==> src/rtl/uart_tx_fifo.sv <==
// Buffered 8N1 UART transmitter: byte FIFO feeding a serialiser, LSB first.
// Optional even-parity bit when UART_TX_PARITY_EN is defined.
module uart_tx_fifo #(
  parameter int CLK_FREQ   = 100_000_000,
  parameter int BAUD_RATE  = 115200,
  parameter int FIFO_DEPTH = 16
) (
  input  logic                         clk,
  input  logic                         rst_n,
  input  logic [7:0]                   tx_data,
  input  logic                         tx_data_valid,
  output logic                         tx_ready,
  output logic                         tx,
  output logic                         tx_busy,
  output logic [$clog2(FIFO_DEPTH):0]  fifo_count
);
  localparam int BAUD_DIV = CLK_FREQ / BAUD_RATE;
  localparam int CNT_W    = $clog2(BAUD_DIV);
  localparam int PTR_W    = $clog2(FIFO_DEPTH);
  localparam logic [CNT_W-1:0] BAUD_LAST = CNT_W'(BAUD_DIV - 1);
  localparam logic [PTR_W:0]   FULL      = (PTR_W + 1)'(FIFO_DEPTH);

  typedef enum logic [2:0] {
    IDLE,
    START,
    DATA,
    STOP
`ifdef UART_TX_PARITY_EN
    , PARITY
`endif
  } state_e;

  state_e             state_q, state_d;
  logic [CNT_W-1:0]   cnt_q, cnt_d;
  logic [2:0]         idx_q, idx_d;
  logic               tx_q, tx_d;
  logic [7:0]         shift_q, shift_d;
  logic [PTR_W-1:0]   rd_q, rd_d, wr_q, wr_d;
  logic [PTR_W:0]     count_q, count_d;
  logic [7:0]         mem_q [FIFO_DEPTH];
  logic               push, pop, baud_wrap;

  assign tx_ready   = rst_n && (count_q != FULL);
  assign push       = tx_data_valid && tx_ready;
  assign baud_wrap  = (cnt_q == BAUD_LAST);
  assign tx         = tx_q;
  assign tx_busy    = (state_q != IDLE);
  assign fifo_count = count_q;

  always_comb begin
    state_d = state_q;
    cnt_d   = cnt_q;
    idx_d   = idx_q;
    tx_d    = tx_q;
    shift_d = shift_q;
    pop     = 1'b0;
    if (state_q != IDLE) cnt_d = baud_wrap ? '0 : cnt_q + CNT_W'(1);
    case (state_q)
      IDLE:  if (count_q != '0) pop = 1'b1;
      START: if (baud_wrap) begin
        state_d = DATA;
        idx_d   = 3'd0;
        tx_d    = shift_q[0];
      end
      DATA: if (baud_wrap) begin
        if (idx_q == 3'd7) begin
`ifdef UART_TX_PARITY_EN
          state_d = PARITY;
          tx_d    = ^shift_q;
`else
          state_d = STOP;
          tx_d    = 1'b1;
`endif
        end else begin
          idx_d = idx_q + 3'd1;
          tx_d  = shift_q[idx_q + 3'd1];
        end
      end
`ifdef UART_TX_PARITY_EN
      PARITY: if (baud_wrap) begin
        state_d = STOP;
        tx_d    = 1'b1;
      end
`endif
      STOP: if (baud_wrap) begin
        // Chain straight into the next frame so bursts leave no idle gap.
        if (count_q != '0) pop = 1'b1;
        else state_d = IDLE;
      end
      default: state_d = IDLE;
    endcase
    if (pop) begin
      shift_d = mem_q[rd_q];
      tx_d    = 1'b0;
      state_d = START;
      cnt_d   = '0;
      idx_d   = 3'd0;
    end
  end

  always_comb begin
    rd_d    = pop  ? rd_q + PTR_W'(1) : rd_q;
    wr_d    = push ? wr_q + PTR_W'(1) : wr_q;
    count_d = count_q;
    case ({push, pop})
      2'b10:   count_d = count_q + (PTR_W + 1)'(1);
      2'b01:   count_d = count_q - (PTR_W + 1)'(1);
      default: count_d = count_q;
    endcase
  end

  always_ff @(posedge clk) begin
    if (!rst_n) begin
      state_q <= IDLE;
      cnt_q   <= '0;
      idx_q   <= 3'd0;
      tx_q    <= 1'b1;
      rd_q    <= '0;
      wr_q    <= '0;
      count_q <= '0;
    end else begin
      state_q <= state_d;
      cnt_q   <= cnt_d;
      idx_q   <= idx_d;
      tx_q    <= tx_d;
      rd_q    <= rd_d;
      wr_q    <= wr_d;
      count_q <= count_d;
    end
  end

  // Payload storage carries no reset; occupancy is tracked by the control state.
  always_ff @(posedge clk) begin
    shift_q <= shift_d;
    if (push) mem_q[wr_q] <= tx_data;
  end
endmodule

==> config.mk <==
export PLATFORM = sky130hd
export DESIGN_NAME = uart_tx_fifo
export DESIGN_NICKNAME = d
export VERILOG_FILES = /design/src/rtl/uart_tx_fifo.sv
export SDC_FILE = /design/constraint.sdc
export NUM_CORES = 1
export LEC_CHECK = 0
export CAP_MARGIN = 20
export CORE_MARGIN = 2
export CORE_UTILIZATION = 40
export CTS_CLUSTER_SIZE = 30
export DETAILED_ROUTE_END_ITERATION = 8
export MAX_ROUTING_LAYER = met4
export SLEW_MARGIN = 20
export SYNTH_ARGS = -nofsm -noshare
export SYNTH_HDL_FRONTEND = slang
export SYNTH_SLANG_ARGS = --single-unit
==> constraint.sdc <==
create_clock -name clk -period 3.25 [get_ports clk]
set_clock_uncertainty 0.15 [all_clocks]
set_input_delay 0.65 -clock clk [delete_from_list [all_inputs] [get_ports clk]]
set_output_delay 0.65 -clock clk [all_outputs]
set_load 0.005 [all_outputs]
Figure 1. Power grid.
The bar under the picture is 50 um long. Pins as bars on the die edge.
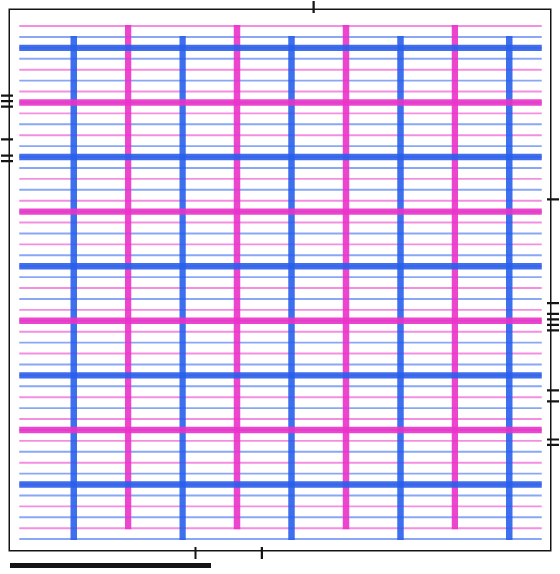
- blue: VSS
- magenta: VDD
- met5 straps: 9
- rows: 47
- signal pins: 19
- met4 straps: 9
- met1 rails: 48

Figure 2. Cells colored by class.
The bar under the picture is 50 um long.
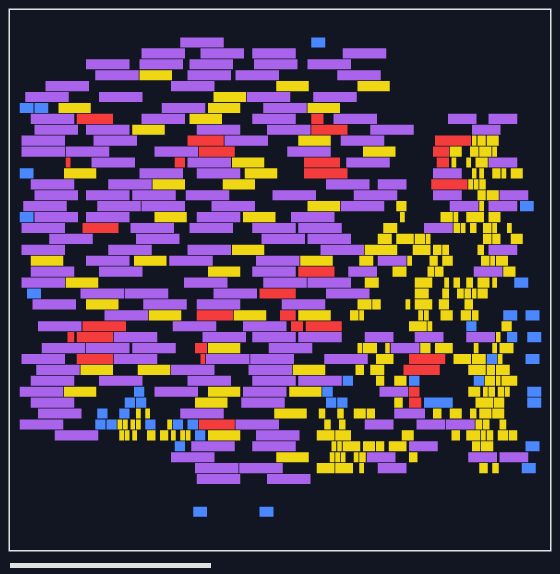
- blue: remaining buffers and delay cells (cells 40)
- purple: sequential cells (cells 165)
- red: clock drivers and dummy loads (cells 31)
- yellow: combinational and other logic (cells 214)

Figure 3. Routed clock nets over the placement.
The bar under the picture is 50 um long.
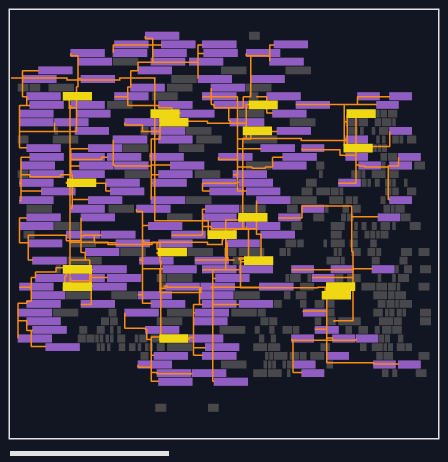
- purple: flip-flops (count 165)
- yellow: clock drivers (count 17)
- orange: clock wires (length 1900 um)
- routed clock nets: 18

Figure 4. Wiring by layer.
Only two layers are drawn.
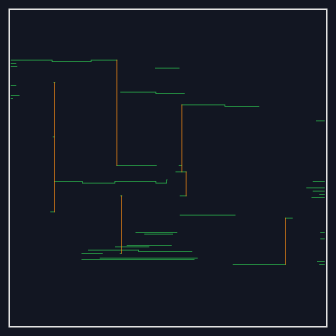
- green: metal 3 (wire length 498 um)
- orange: metal 4 (wire length 183 um)

==> flow_metrics.env <==
# physical design summary
export IMPL_outcome="finished, final reports clean"
export IMPL_top_area_cell="edfxtp_1"
export IMPL_cts_buffer_depth=2
export IMPL_p_total_mw=5.597
export IMPL_peakVddDrop_v=0.0004350
export IMPL_drt_total_wl_mm=12.07
export IMPL_clk_latency_ps=420
export IMPL_synthDistinctLibCells=42
export IMPL_top_layer_used="met4"
export IMPL_ys_top_logic_family="multiplexers"
export IMPL_layout_top_cells="edfxtp_1, mux4_2, nor2_1, dfxtp_1, buf_4"
export IMPL_critical_path_depth=10
export IMPL_tritoncts="yes"
export IMPL_antenna_cells=0
export IMPL_critical_path_endpoint="fifo_count[2]$_SDFFE_PN0P_"
export IMPL_dieArea_um2=18110
export IMPL_setup_ws_ps=405.1
export IMPL_top_cell_area_share_pct=59.89
export IMPL_critical_path_max_stage_delay_ps=570
export IMPL_nets=464
export IMPL_instances_no_fill=670
export IMPL_ant_nets=0
export IMPL_worstHoldEndpoint="fifo_count[4]$_SDFFE_PN0P_"
export IMPL_reg2reg_slack_ps=410
export IMPL_rsz0062_at_grt="false"
export IMPL_endpoint_kind="flop"
export IMPL_pre_cts_ws_ps=322.0
export IMPL_path_buffers=0
export IMPL_fp_nets=423
export IMPL_period_needed_ps=2845
export IMPL_ys_seq_elements=165
export IMPL_synth_edff_count=136
export IMPL_xor_share_pct=2.183
export IMPL_cp_required_ps=3450
export IMPL_ys_sh_simple_pct=6.771
export IMPL_async_flop_share_pct=0
export IMPL_root_buffer="clkbuf_16"
export IMPL_maxSlewHeadroom_pct=52.55
export IMPL_grt_usage_pct=14.98
export IMPL_p_seq_share_pct=44.7
export IMPL_mux_share_pct=15.16
export IMPL_tool_warnings=33
export IMPL_final_area_um2=7940
export IMPL_setup_violations=0
export IMPL_cp_arrival_ps=3040
export IMPL_initial_core_util_pct=40.97
export IMPL_rows=47
export IMPL_fill_cells=1416
export IMPL_grt_busiest_layer="met2"
export IMPL_antenna_found_initial=0
export IMPL_yosysWarnings=0
export IMPL_wl_met3_um=498
export IMPL_grt_max_degree=36
export IMPL_hold_depth=2
export IMPL_p_leak_nw=2.626
export IMPL_syn_area_um2=6819
export IMPL_clkSinkCount=165
export IMPL_power_density_nw_per_um2=704.9
export IMPL_gr_usage_met1_pct=19.72
export IMPL_first_iter_violations=244
export IMPL_placed_cell_area_um2=7361
export IMPL_ys_area_um2=6819
export IMPL_internal_power_mw=4.144
export IMPL_use_met3_pct=3.754
export IMPL_path_delay_family="simple AND/OR/NAND/NOR gates"
export IMPL_adder_share_pct=2.752
export IMPL_dr_wl_met2_mm=5.800
export IMPL_power_group_top="registers"
export IMPL_dr_total_vias=3477
export IMPL_final_core_util_pct=47.71
export IMPL_fp_dieW_um=134.6
export IMPL_crit_chain="or4_4 > o21bai_1 > nor2_2 > ha_1 > xor2_1 > ha_1 > a21oi_1 > xor2_1 > or3_1 > a21boi_0"
export IMPL_drive_above_1_share_pct=21.78
==> registers in the layout, summed over array words and instances (netlist names) <==
signal and count:
wr_q 4, fifo_count 5, idx_q 3, tx 1, cnt_q 10, shift_q 8, mem_q 128, state_q 2
rd_q 4
==> cell families after synthesis <==
group                    Yosys count
multiplexers                      52
adder cells (fa/ha/maj)           15
AND/OR/NAND/NOR                   91
AND-OR/OR-AND                     31
XOR/XNOR                          17
buffers and inverters             26
flip-flops                       165
==> layout make-up <==
type / instances / area, um^2 / share of cell area [%]
clock buffers: 19 / 432.9 / 5.452
clock inverters: 12 / 146.4 / 1.844
inverters: 8 / 30.03 / 0.3782
multi-input cells: 206 / 2032 / 25.59
flip-flops and latches: 165 / 4666 / 58.76
well taps: 220 / 275.3 / 3.467
repair buffers: 40 / 357.8 / 4.507
